### src/rtl/decode_stage_pkg.sv
// Shared Y86 decode definitions: instruction codes, register constants,
// datapath widths and the E pipeline register layout with its NOP bubble.
package decode_stage_pkg;

  localparam int DATA_WID = 32;
  localparam int ADDR_WID = 4;

  localparam logic [ADDR_WID-1:0] RNONE = 4'hF;
  localparam logic [ADDR_WID-1:0] RESP  = 4'h4;

  typedef enum logic [3:0] {
    ICODE_HALT   = 4'h0,
    ICODE_NOP    = 4'h1,
    ICODE_RRMOVL = 4'h2,
    ICODE_IRMOVL = 4'h3,
    ICODE_RMMOVL = 4'h4,
    ICODE_MRMOVL = 4'h5,
    ICODE_OPL    = 4'h6,
    ICODE_JXX    = 4'h7,
    ICODE_CALL   = 4'h8,
    ICODE_RET    = 4'h9,
    ICODE_PUSHL  = 4'hA,
    ICODE_POPL   = 4'hB
  } icode_e;

  typedef struct packed {
    logic [3:0]          icode;
    logic [3:0]          ifun;
    logic [DATA_WID-1:0] valC;
    logic [DATA_WID-1:0] valA;
    logic [DATA_WID-1:0] valB;
    logic [ADDR_WID-1:0] dstE;
    logic [ADDR_WID-1:0] dstM;
    logic [ADDR_WID-1:0] srcA;
    logic [ADDR_WID-1:0] srcB;
  } e_reg_t;

  localparam e_reg_t NOP_BUBBLE = '{
    icode: ICODE_NOP, ifun: 4'h0,
    valC: '0, valA: '0, valB: '0,
    dstE: RNONE, dstM: RNONE, srcA: RNONE, srcB: RNONE
  };

endpackage

### src/rtl/decode_stage_fwd_mux.sv
// Five-source priority forwarding selector; index 0 has the highest priority.
// A register address of RNONE never matches.
module fwd_mux
  import decode_stage_pkg::*;
(
  input  logic [ADDR_WID-1:0]           src,
  input  logic [DATA_WID-1:0]           rf_val,
  input  logic [4:0][ADDR_WID-1:0]      dst,
  input  logic [4:0][DATA_WID-1:0]      val,
  output logic [DATA_WID-1:0]           val_out,
  output logic                          hit
);

  // Walk from lowest to highest priority so the highest match is applied last.
  always_comb begin
    val_out = rf_val;
    hit     = 1'b0;
    for (int i = 4; i >= 0; i--) begin
      if (src != RNONE && dst[i] == src) begin
        val_out = val[i];
        hit     = 1'b1;
      end
    end
  end

endmodule

### src/rtl/decode_stage.sv
// Y86 pipeline decode stage with operand forwarding, E register and hazard flag.
// Optional feature macro: DECODE_FORWARD_EN (forwarding muxes, load-use-only hazard).
module decode_stage
  import decode_stage_pkg::*;
(
  input  logic                CLK,
  input  logic                RST,
  input  logic [3:0]          D_icode,
  input  logic [3:0]          D_ifun,
  input  logic [ADDR_WID-1:0] D_rA,
  input  logic [ADDR_WID-1:0] D_rB,
  input  logic [DATA_WID-1:0] D_valC,
  input  logic [DATA_WID-1:0] D_valP,
  output logic [ADDR_WID-1:0] srcA,
  output logic [ADDR_WID-1:0] srcB,
  input  logic [DATA_WID-1:0] rf_valA,
  input  logic [DATA_WID-1:0] rf_valB,
  input  logic [ADDR_WID-1:0] e_dstE,
  input  logic [DATA_WID-1:0] e_valE,
  input  logic [ADDR_WID-1:0] M_dstM,
  input  logic [DATA_WID-1:0] m_valM,
  input  logic [ADDR_WID-1:0] M_dstE,
  input  logic [DATA_WID-1:0] M_valE,
  input  logic [ADDR_WID-1:0] W_dstM,
  input  logic [DATA_WID-1:0] W_valM,
  input  logic [ADDR_WID-1:0] W_dstE,
  input  logic [DATA_WID-1:0] W_valE,
  input  logic                E_stall,
  input  logic                E_bubble,
  output logic [3:0]          E_icode,
  output logic [3:0]          E_ifun,
  output logic [DATA_WID-1:0] E_valC,
  output logic [DATA_WID-1:0] E_valA,
  output logic [DATA_WID-1:0] E_valB,
  output logic [ADDR_WID-1:0] E_dstE,
  output logic [ADDR_WID-1:0] E_dstM,
  output logic [ADDR_WID-1:0] E_srcA,
  output logic [ADDR_WID-1:0] E_srcB,
  output logic                hazard
);

`ifdef DECODE_FORWARD_EN
  localparam bit FWD_EN = 1'b1;
`else
  localparam bit FWD_EN = 1'b0;
`endif

  logic [ADDR_WID-1:0]      dstE, dstM;
  logic [4:0][ADDR_WID-1:0] fwd_dst;
  logic [4:0][DATA_WID-1:0] fwd_val;
  logic [DATA_WID-1:0]      fwd_valA, fwd_valB, d_valA, d_valB;
  logic                     hit_a, hit_b, load_use, e_dstm_hit;
  e_reg_t                   e_reg, e_next;

  always_comb begin
    srcA = RNONE;
    srcB = RNONE;
    dstE = RNONE;
    dstM = RNONE;
    case (icode_e'(D_icode))
      ICODE_RRMOVL: begin srcA = D_rA; dstE = D_rB; end
      ICODE_IRMOVL: dstE = D_rB;
      ICODE_RMMOVL: begin srcA = D_rA; srcB = D_rB; end
      ICODE_MRMOVL: begin srcB = D_rB; dstM = D_rA; end
      ICODE_OPL:    begin srcA = D_rA; srcB = D_rB; dstE = D_rB; end
      ICODE_CALL:   begin srcB = RESP; dstE = RESP; end
      ICODE_RET:    begin srcA = RESP; srcB = RESP; dstE = RESP; end
      ICODE_PUSHL:  begin srcA = D_rA; srcB = RESP; dstE = RESP; end
      ICODE_POPL:   begin srcA = RESP; srcB = RESP; dstE = RESP; dstM = D_rA; end
      default: ;
    endcase
  end

  assign fwd_dst = {W_dstE, W_dstM, M_dstE, M_dstM, e_dstE};
  assign fwd_val = {W_valE, W_valM, M_valE, m_valM, e_valE};

  fwd_mux u_fwd_a (
    .src(srcA), .rf_val(rf_valA), .dst(fwd_dst), .val(fwd_val),
    .val_out(fwd_valA), .hit(hit_a)
  );

  fwd_mux u_fwd_b (
    .src(srcB), .rf_val(rf_valB), .dst(fwd_dst), .val(fwd_val),
    .val_out(fwd_valB), .hit(hit_b)
  );

  // Without forwarding, any in-flight writer of a source must stall decode.
  always_comb begin
    load_use = (E_icode == ICODE_MRMOVL || E_icode == ICODE_POPL) && E_dstM != RNONE &&
               (E_dstM == srcA || E_dstM == srcB);
    e_dstm_hit = E_dstM != RNONE && (E_dstM == srcA || E_dstM == srcB);
    hazard = FWD_EN ? load_use : (hit_a | hit_b | e_dstm_hit);
    d_valB = FWD_EN ? fwd_valB : rf_valB;
    if (D_icode == ICODE_CALL || D_icode == ICODE_JXX) d_valA = D_valP;
    else d_valA = FWD_EN ? fwd_valA : rf_valA;
  end

  always_comb begin
    e_next = '{icode: D_icode, ifun: D_ifun, valC: D_valC, valA: d_valA, valB: d_valB,
               dstE: dstE, dstM: dstM, srcA: srcA, srcB: srcB};
  end

  // Bubble outranks stall so control can squash a held instruction.
  always_ff @(posedge CLK) begin
    if (RST || E_bubble) e_reg <= NOP_BUBBLE;
    else if (!E_stall)   e_reg <= e_next;
  end

  assign E_icode = e_reg.icode;
  assign E_ifun  = e_reg.ifun;
  assign E_valC  = e_reg.valC;
  assign E_valA  = e_reg.valA;
  assign E_valB  = e_reg.valB;
  assign E_dstE  = e_reg.dstE;
  assign E_dstM  = e_reg.dstM;
  assign E_srcA  = e_reg.srcA;
  assign E_srcB  = e_reg.srcB;

endmodule
### config.mk
export PLATFORM = sky130hd
export DESIGN_NAME = decode_stage
export DESIGN_NICKNAME = d
export VERILOG_FILES = /design/src/rtl/decode_stage_pkg.sv /design/src/rtl/decode_stage_fwd_mux.sv /design/src/rtl/decode_stage.sv
export SDC_FILE = /design/constraint.sdc
export NUM_CORES = 1
export LEC_CHECK = 0
export CAP_MARGIN = 10
export CORE_AREA = 3 3 177 179
export DETAILED_ROUTE_END_ITERATION = 6
export DIE_AREA = 0 0 180 182
export PLACE_DENSITY = 0.54
export SLEW_MARGIN = 20
export SYNTH_ARGS = -nofsm -noshare
export SYNTH_HDL_FRONTEND = slang
export SYNTH_SLANG_ARGS = --single-unit
export TNS_END_PERCENT = 1
### constraint.sdc
create_clock -name CLK -period 2.01 [get_ports CLK]
set_clock_uncertainty 0.1 [all_clocks]
set_input_delay 0.201 -clock CLK [delete_from_list [all_inputs] [get_ports CLK]]
set_output_delay 0.201 -clock CLK [all_outputs]
set_load 0.05 [all_outputs]
Figure 1. Cell sizes after repair (run 1).
(1.5 px per µm)
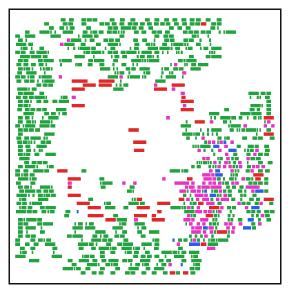
Key: drive 1 or less = green [cells 830, share 82%, most used clkdlybuf4s50_1]; drive 3 to 4 = magenta [cells 119, share 12%, most used buf_4]; drive 2 = blue [cells 16, share 1.6%, most used xnor2_2]; drive 6 and up = red [cells 45, share 4.5%, most used clkbuf_16]
Final Worst Setup Slack: -369 ps
number of buffers outside the clock class in the layout: 389

Figure 2. Floorplan with the power grid (run 1).
(2 px per µm) Pins as bars on the die edge.
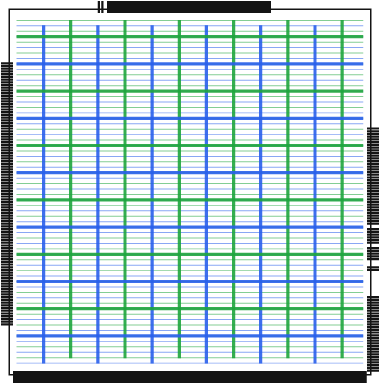
Key: VDD = green; VSS = blue
64 met1 rails follow the rows. 12 straps on met4.
Max rail drop VDD: 521 µV
core region area: 0.0297 mm²
vertical extent of the die: 182 µm
width of the die: 180 µm

Figure 3. Placed standard cells (run 1).
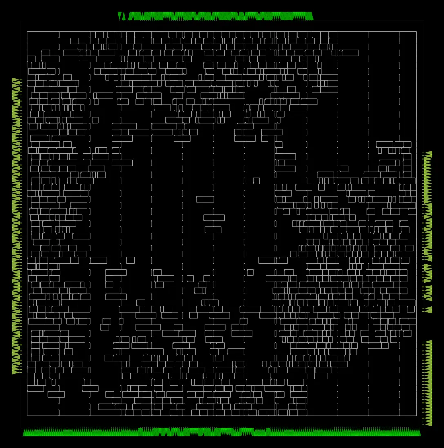
final-layout fill cell count: 3053
site row count: 63
final instance count without filler cells: 1400
register fraction of the total cell area: 0.229

==> COMMIT_EDITMSG, run 1 <==
Record implementation results from latest flow run

* Result of the run: finished, violations left
- The final layout reports a setup TNS of -369 ps.
- GRT Residual Overflow: 0
- Multi-input gates: 457
- Overall Global Routing Usage: 0.133
- Fraction of power consumed by sequential logic: 0.334
* Metal-1 WL: between 9 and 10 mm
- Leakage dissipation: about 4.4 nW
- DRC marker count from the first detailed-route iteration: between 150 and 200
- The via count of the first global-routing pass came to a little under 6000.
- The HPWL after detailed placement is ~17 mm.
- 0 antenna diodes ended up in the layout.
* Dpl cell area: around 0.0096 mm²
* Comb power frac: 0.231
- Critical path destination: hazard
* Distinct lib cells: ~47
- Global routing put the most usage on met2.
* Type of destination of the critical path: output pin
* GR Layer Usage met1: 0.152
* Total of buffers placed on input and output ports: between 200 and 300
* Number of sequential storage elements: around 120
- The clock tree synthesis step divided the H-tree into 4 levels.
- Relative to the synthesized area, the layout overhead comes to 88.0%.
- Across all setup checks in the final design, the least slack found is -369 ps.
- Met2 layer wire length in the routed design: roughly 11 mm
* Most used standard cells in the synthesized netlist: nor2_1 (146), dfxtp_1 (120), mux2i_1 (105)
- R2r startpoint: E_dstM[0]$_SDFFE_PP1N_
- Entering global routing, the biggest net connects roughly 74 pins.
- Number of flops mapped to enable cells by yosys: 0
- Final count of negative-setup-slack endpoints: 1
- The checks that failed: setup timing.
- The number of nets in the synthesized netlist is about 960.
* Post-route standard cell area excluding fillers: ~0.010 mm²
* Clock-cell share of area: 0.0589
* Final worst-path cycle share: 1.18
* Summed instance area of the synthesized netlist: 0.00557 mm²
* Count of boundary I/O pins: around 460
* Switching power total: ~2.2 mW
- According to the timing report, the arrival time at the worst endpoint equals 2080 ps.
* Most numerous cell in the Yosys netlist: nor2_1
- Cell-internal power: 5.28 mW
- Post-synthesis chip area from yosys: roughly 0.0056 mm²
* Synthesized area per cell: 8.76 µm²
* Gate count of the mapped netlist: 636
- The final weighted congestion recorded by global placement is between 0.8 and 0.9.
* Fraction of standard cell area in multi-input logic: 0.301
* Slack of the worst reg-to-reg path: roughly 1200 ps
* Critical path required time: 1710 ps
- Top Family by Delay on Critical Path: simple AND/OR/NAND/NOR gates
* Fraction of registers with async set or reset after synthesis: 0
- Per the timing report, the most critical flop-to-flop path finishes at E_dstM[0]$_SDFFE_PP1N_.
- Unrepaired setup endpoints after global routing: yes
- The DRC violation total left in the routed layout is recorded as 0.
- Combined area of the multi-input logic cells: 0.00316 mm²
* Worst reg2reg path depth: 2
- After detailed placement, the design holds a cell count of between 1000 and 1500.
- The wire length recorded after detailed routing is approximately 23 mm.
- Slowest library cell on the worst path: or3_1
* Synthesis-stage register bit count: 120
- In this run the clock root is driven by a clkbuf_16.
- Share of post-route cells with drive strength above 1: 0.178
- Transition time at the pin with the least slew margin: ~600 ps
* Dominant register cell in the synthesized netlist: dfxtp_1
* Cells traversed along the worst timing path: dlygate4sd2_1 -> nand2b_4 -> a21oi_4 -> or3_1 -> o211ai_1 -> o22ai_1 -> nor4_1 -> buf_4 -> o2111ai_4 -> buf_12
- Clock sink count: between 100 and 150
- Cell type contributing the most total cell area after synthesis: dfxtp_1
- Tmin final: ~2400 ps
* Sequential cell area: 0.00240 mm²
- Maximum clock insertion buffer count: 2
* Warning total across the stage logs: 189
* Critical Path Source Type: primary input
[run 1: layout by cell type (no fill, tap or decap), types with 3 or more instances in the layout]
cell,n
inv_6,4
o22ai_1,8
mux2i_1,105
dlygate4sd2_1,11
or2_4,3
xnor2_1,24
clkbuf_16,17
dfxtp_1,119
clkdlybuf4s50_1,265
clkinv_4,4
nor3_4,4
nor3_1,8
inv_1,11
a21oi_1,45
nand4_1,4
xor2_1,4
or3_1,4
xnor2_2,3
nand2_1,22
o211ai_1,8
nor4_1,4
buf_6,8
o21ai_0,16
bufinv_16,3
nand2b_4,4
buf_12,10
nor2_1,145
nand3_1,4
buf_4,89
[run 1: kinds of logic after synthesis]
| kind of cell | after synthesis | synth area share |
|---|---|---|
| flip-flops | 120 | 0.431 |
| multiplexers | 105 | 0.189 |
| XOR/XNOR | 31 | 0.0487 |
| buffers and inverters | 59 | 0.0463 |
| AND-OR/OR-AND | 102 | 0.112 |
| AND/OR/NAND/NOR | 219 | 0.173 |
[run 1: repair_timing]
| action | 4_1_cts | 5_1_grt |
|---|---|---|
| gates cloned | 1 | 0 |
| hold endpoints to repair | 0 | 2 |
| buffers inserted | 8 | 1 |
| hold buffers | 0 | 2 |
| setup endpoints to repair | 13 | 1 |
| gates resized | 64 | 21 |
| pin swaps | 22 | 16 |
[run 1: power by group through the flow]
| stage | Combinational, mW | Clock, mW | Sequential [mW] |
|---|---|---|---|
| 4_1_cts | 1.71 | 3.38 | 2.50 |
| 3_5_place_dp | 1.66 | 0 | 2.55 |
| 6_report | 1.73 | 3.25 | 2.50 |
| 5_1_grt | 1.83 | 3.48 | 2.51 |
| 2_1_floorplan | 0.566 | 0 | 2.82 |
| 3_3_place_gp | 1.65 | 0 | 2.55 |
[run 1: tightest hold or removal path, stage by stage]
cell     delay, ps
buf_4          150
mux2i_1         80
nor2_1          70
==> run 2: changes to the inputs <==
- CORE_AREA: 3 3 177 179 -> 2 2 176 178
- DIE_AREA: 0 0 180 182 -> 0 0 178 180
==> COMMIT_EDITMSG, run 2 <==
Record implementation results from latest flow run

* Distinct lib cells: 47 (unchanged)
- In the synthesized netlist, the dominant kind of combinational cell is multiplexers.
* Fraction of registers with async set or reset after synthesis: 0 (unchanged)
- Worst reg2reg path depth: 3 (+1)
- Transition time at the pin with the least slew margin: 565 ps (-30.0 ps)
* Most used standard cells in the synthesized netlist: nor2_1 (146), dfxtp_1 (120), mux2i_1 (105)
- The number of nets at floorplan came to 964 (unchanged).
- The post-synthesis simple-gate area fraction was 0.173 (unchanged).
* Area growth from synthesis to final layout: 86.9%
- By instance count after routing, the leading logic cell types are clkdlybuf4s50_1 (265), nor2_1 (146), dfxtp_1 (119), mux2i_1 (105), buf_4 (89).
- Type of destination of the critical path: output pin
- The flow ran to the end, but the final reports show violations.
* Leakage dissipation: 4.33 nW (-0.77%)
* Post-synthesis chip area from yosys: 0.00557 mm² (unchanged)
* Most numerous cell in the Yosys netlist: nor2_1
* Cell type contributing the most total cell area after synthesis: dfxtp_1
- The arrival time of the worst setup path is 2110 ps (+30 ps).
- The width of the die is 178 µm (-1.1%).
- Cells traversed along the worst timing path: clkdlybuf4s50_1 -> nor3_4 -> buf_4 -> inv_1 -> xnor2_1 -> nand4_1 -> a41o_1 -> o2111ai_4 -> buf_12
* Gate count of the mapped netlist: 636 (unchanged)
* Final worst-path cycle share: 1.20 (+0.0181)
- XOR/XNOR Fraction of Synth Area: 0.0487 (unchanged)
- Dpl cell area: 0.00958 mm² (+0.26%)
* Aoi/oai-family share of the synthesized area: 0.112 (unchanged)
- The cell total after placement is 1364 (+0.44%).
- The sequential cell area is 0.00240 mm² (unchanged).
* Tmin final: 2420 ps (+36.3 ps)
- The via count of the first global-routing pass was 5884 (-1.3%).
- Slack of the worst reg-to-reg path: 1060 ps (-100 ps)
* Final count of negative-setup-slack endpoints: 1 (unchanged)
- CTS placed an instance of clkbuf_16 at the clock tree root.
- Unrepaired setup endpoints after global routing: yes
- Critical Path Source Type: primary input
- The final worst setup slack is -405 ps (-36.3 ps).
* Critical R2R Capture: E_dstM[1]$_SDFFE_PP1N_
- Vertical extent of the die: 180 µm (-1.1%)
- The number of DRC markers after the initial detailed-route iteration was 290 (+77%).
- The maximum number of buffers from clock root to sink was 2 (unchanged).
- The synthesis-stage register bit count is 120 (unchanged).
- The checks that failed: setup timing.
* Total of buffers placed on input and output ports: 296 (unchanged)
* Overall Global Routing Usage: 0.135 (+0.00278)
run 2: cell counts after synthesis:
No cell type changed its count.
run 2: report_power, final:
part / switching [mW] / internal (mW) / total [mW]
registers: 0.0413 / 2.46 / 2.50
logic: 0.879 / 0.841 / 1.72
clock network: 1.35 / 1.67 / 3.02
total: 2.27 / 4.96 / 7.24
run 2: layout make-up:
cell class,count,area share
clock buffer,18,0.0422
clock inverter,14,0.0123
inverter,12,0.00433
multi-input combinational,457,0.301
sequential,120,0.231
tap,396,0.0476
timing repair buffer,388,0.362
run 2: critical path, delay by kind of cell:
| kind | cells | cell delay (ps) |
|---|---|---|
| AND-OR/OR-AND | 2 | 350 |
| XOR/XNOR | 1 | 220 |
| buffers and inverters | 4 | 930 |
| AND/OR/NAND/NOR | 2 | 420 |
run 2: kinds of logic (layout without fill, tap and decap cells):
logic type | Yosys count | count (layout)
compound gates | 102 | 102
xor+xnor | 31 | 31
buf+inv | 59 | 432
flops | 120 | 120
mux | 105 | 105
simple gates | 219 | 219
run 2: per-layer routing:
metal	vias up	global-route usage	part of all wire	wire length (µm)
met2	204	0.231	0.48	10700
met1	2726	0.163	0.42	9350
met5	-	0	0	0
li1	2907	-	-	-
met3	25	0.0425	0.075	1670
met4	0	0.0374	0.020	442
run 2: metrics by stage:
step | TNS [ps] | power (mW) | util
after global placement | -15510 | 4.21 | 0.317
after floorplan | -309 | 3.38 | -
after detailed placement | -15870 | 4.21 | 0.317
after global routing | -452 | 7.58 | 0.345
after CTS | -410 | 7.35 | 0.341
final | -405 | 7.24 | 0.345
run 2: repair_timing:
action                     CTS  global route
setup endpoints to repair   20             1
hold buffers                 2             0
hold endpoints to repair     2             0
buffers inserted             3             4
gates cloned                 1             0
pin swaps                   16            14
gates resized               61            18
Figure 4. Cell sizes after repair (run 2).
(1.5 px per µm)
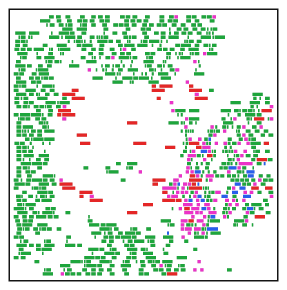
Key: drive 1 or less = green [cells 825, share 82%, most used clkdlybuf4s50_1]; drive 3 to 4 = magenta [cells 115, share 11%, most used buf_4]; drive 6 and up = red [cells 47, share 4.7%, most used clkbuf_16]; drive 2 = blue [cells 22, share 2.2%, most used nor4_2]

==> run 3: changes to the inputs <==
- CTS_BUF_LIST: default -> sky130_fd_sc_hd__clkbuf_8
==> COMMIT_EDITMSG, run 3 <==
Record implementation results from latest flow run

- Fraction of registers with async set or reset after synthesis: 0 (unchanged)
* Signal arrival time at the worst endpoint: 2100 ps (about the same)
- After detailed routing, the total wire length is between 20 and 25 mm.
- Cell Pwr Density: between 600 and 700 mW/mm²
- Normalized max-slew margin: 0.623
* Final-layout fill cell count: 3147
* Width of the die: 178 µm (unchanged)
* Top cell category: buffers
- Final Hold Violating Endpoints: 0
* Final Worst Setup Slack: -394 ps (+11.5 ps)
- Power Clock: 2.18 mW (-28%)
- The total of buffers placed on input and output ports was 296 (unchanged).
- The worst-margin pin slew came to 564 ps (-0.912 ps).
* Number of clock buffers in the layout: 18 (unchanged)
- Inverters excl. clock: 12 (unchanged)
* Cells traversed along the worst timing path: clkdlybuf4s50_1 -> nor3_4 -> buf_4 -> inv_1 -> xnor2_1 -> nand4_1 -> a41o_1 -> o2111ai_4 -> buf_12
- The yosys stat chip area was 0.00557 mm² (unchanged).
* Power in sequential cells: 2.50 mW (about the same)
- Share of final layout cell area taken by non-clock buffers: 0.369 (+0.00725)
- TritonCTS built the clock tree.
- The setup slack of the worst register-to-register path came to 1060 ps (about the same).
- Tmin final: 2400 ps (-11.5 ps)
- The worst-case IR drop observed on VDD is ~300 µV.
- Cell type contributing the most total cell area after synthesis: dfxtp_1
- Maximum clock insertion buffer count: 2 (unchanged)
- Dominant register cell in the synthesized netlist: dfxtp_1
- Critical Path Source Type: primary input
- The report counts max-capacitance violations totalling 0.
- Net Sw Frac: 0.338 (+0.0241)
- The post-route clock period utilization is 1.20 (-0.00572).
- The final number of setup-violating endpoints came to 1 (unchanged).
- Area growth from synthesis to final layout: 83.6%
- Among all stages on the critical path, the maximum delay recorded is between 500 and 600 ps.
- Most frequent standard cell in the layout excluding fill and tap cells: clkdlybuf4s50_1
- Per the OpenROAD floorplan log, the area of the die is 0.0320 mm².
- The run finished, with violations left.
- Combined area of the multi-input logic cells: roughly 0.0031 mm²
- Proportion of power drawn by the clock network: 0.341 (-0.076)
- Unrepaired setup endpoints after global routing: yes
- Leakage dissipation: 4.32 nW (-0.27%)
- The initial antenna violation count is 1.
- nor2_1 is the most common cell in the netlist.
- In the post-synthesis netlist, the biggest area contributors are dfxtp_1 (43%), mux2i_1 (19%), nor2_1 (9.8%).
- The flop count came to 120 (unchanged).
- Master cell of the clock root buffer: clkbuf_8
- The internal power of the cells is 4.24 mW (-15%).
- Register fraction of the total cell area: 0.235 (+0.00415)
- The tapcell count was 396 (unchanged).
- Synthesis-stage register bit count: 120 (unchanged)
- Number of nets at floorplan: 964 (unchanged)
- The average instance in the mapped netlist occupies 8.76 µm².
- The final reports fail on setup timing.
- The fraction of area in multi-input gates is 0.306 (+0.00540).
- The floorplan step records an initial core utilization of 0.185.
* Maximum frequency from static timing analysis: 416 MHz
- DRC marker count from the first detailed-route iteration: 261 (-10%)
- Distinct lib cells: 47 (unchanged)
* Fraction of power consumed by sequential logic: 0.390 (+0.045)
* Overall Global Routing Usage: 0.135 (-0.000442)
* Worst hold margin: 76.2 ps
- On the reported timing paths, the clock transition at the registers reads around 80 ps.
* Number of global-route vias before repair: 5876 (-0.14%)
- The part of the power in combinational logic came to 0.269 (+0.031).
- Vertical extent of the die: 180 µm (unchanged)
- GPL Wtd Cong: 0.883
* Clock-cell share of area: 0.0367 (-0.0177)
* Total design power: 6.40 mW (-12%)
- Classification of the worst-slack hold path: in -> reg
- The combinational group power is 1.72 mW (about the same).
- Gate count of the mapped netlist: 636 (unchanged)
- The sequential cell area is 0.00240 mm² (unchanged).
* Multi-input gates: 457 (unchanged)
- Most used standard cells in the synthesized netlist: nor2_1 (146), dfxtp_1 (120), mux2i_1 (105)
- Type of destination of the critical path: output pin
- Pwr top: registers
* Top Layout Cells: clkdlybuf4s50_1 (258), nor2_1 (146), dfxtp_1 (119), mux2i_1 (105), buf_4 (89)
- The switching power total was 2.16 mW (-4.8%).
* Number of buffers outside the clock class in the layout: 388 (unchanged)
## run 3: what timing repair did
item	CTS	global route
gates resized	65	22
endpoints found under the setup margin	14	5
gates cloned	1	0
endpoints found under the hold margin	2	0
hold buffers	2	0
pin swaps	16	14
setup buffers	3	4
## run 3: worst paths after layout
kind | startpoint | to | cells past startpoint
setup / recovery | D_rB[2] | hazard | 9
hold / removal | E_stall | E_srcB[3]$_SDFFE_PP1N_ | 3
setup reg to reg | E_dstM[1]$_SDFFE_PP1N_ | E_dstM[1]$_SDFFE_PP1N_ | 3
hold reg to reg | E_srcA[1]$_SDFFE_PP1N_ | E_srcA[1]$_SDFFE_PP1N_ | 2
## run 3: critical path, delay by kind of cell
| family | cells | cell delay, ps |
|---|---|---|
| buffers and inverters | 4 | 930 |
| AOI/OAI and AO/OA | 2 | 340 |
| and+or+nand+nor | 2 | 420 |
| xor gates and xnor gates | 1 | 210 |
## run 3: metrics by stage
stage | instance area [µm²] | utilization | worst slack [ps] | TNS, ps | cells
finish | 10200 | 0.339 | -394 | -394 | 1405
global route | 10200 | 0.339 | -441 | -441 | 1405
CTS | 10100 | 0.335 | -410 | -410 | 1402
detailed placement | 9580 | 0.317 | -962 | -15870 | 1364
global placement | 9580 | 0.317 | -916 | -15510 | 1364
floorplan | 5600 | - | -309 | -309 | 636
## run 3: cells by family (layout without fill, tap and decap cells)
group,Yosys count,after routing,synth area share
AOI/OAI and AO/OA,102,102,0.112
xor gates and xnor gates,31,31,0.0487
DFF,120,120,0.431
muxes,105,105,0.189
buffers and inverters,59,432,0.0463
and+or+nand+nor,219,219,0.173
## run 3: layer usage
metal / wire length, µm / track usage / share of wire
met2: 10900 / 0.231 / 0.49
met5: 0 / 0 / 0
met3: 1850 / 0.0421 / 0.084
met4: 305 / 0.0367 / 0.014
met1: 9110 / 0.162 / 0.41
Figure 5. Wiring heat map (run 3).
(2 px per µm) The die is cut into 36 by 36 equal tiles; dark purple is low, yellow is high, scaled to the fullest tile. Values are wire area over tile area, all layers added.
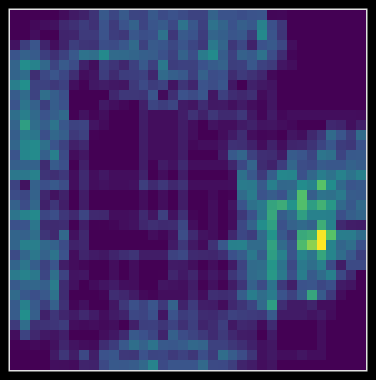
The mean over all tiles is 0.11. The fullest tile reaches 0.70. The emptiest ninth of the die: upper right.

Power is estimated from default activity; no workload was simulated.
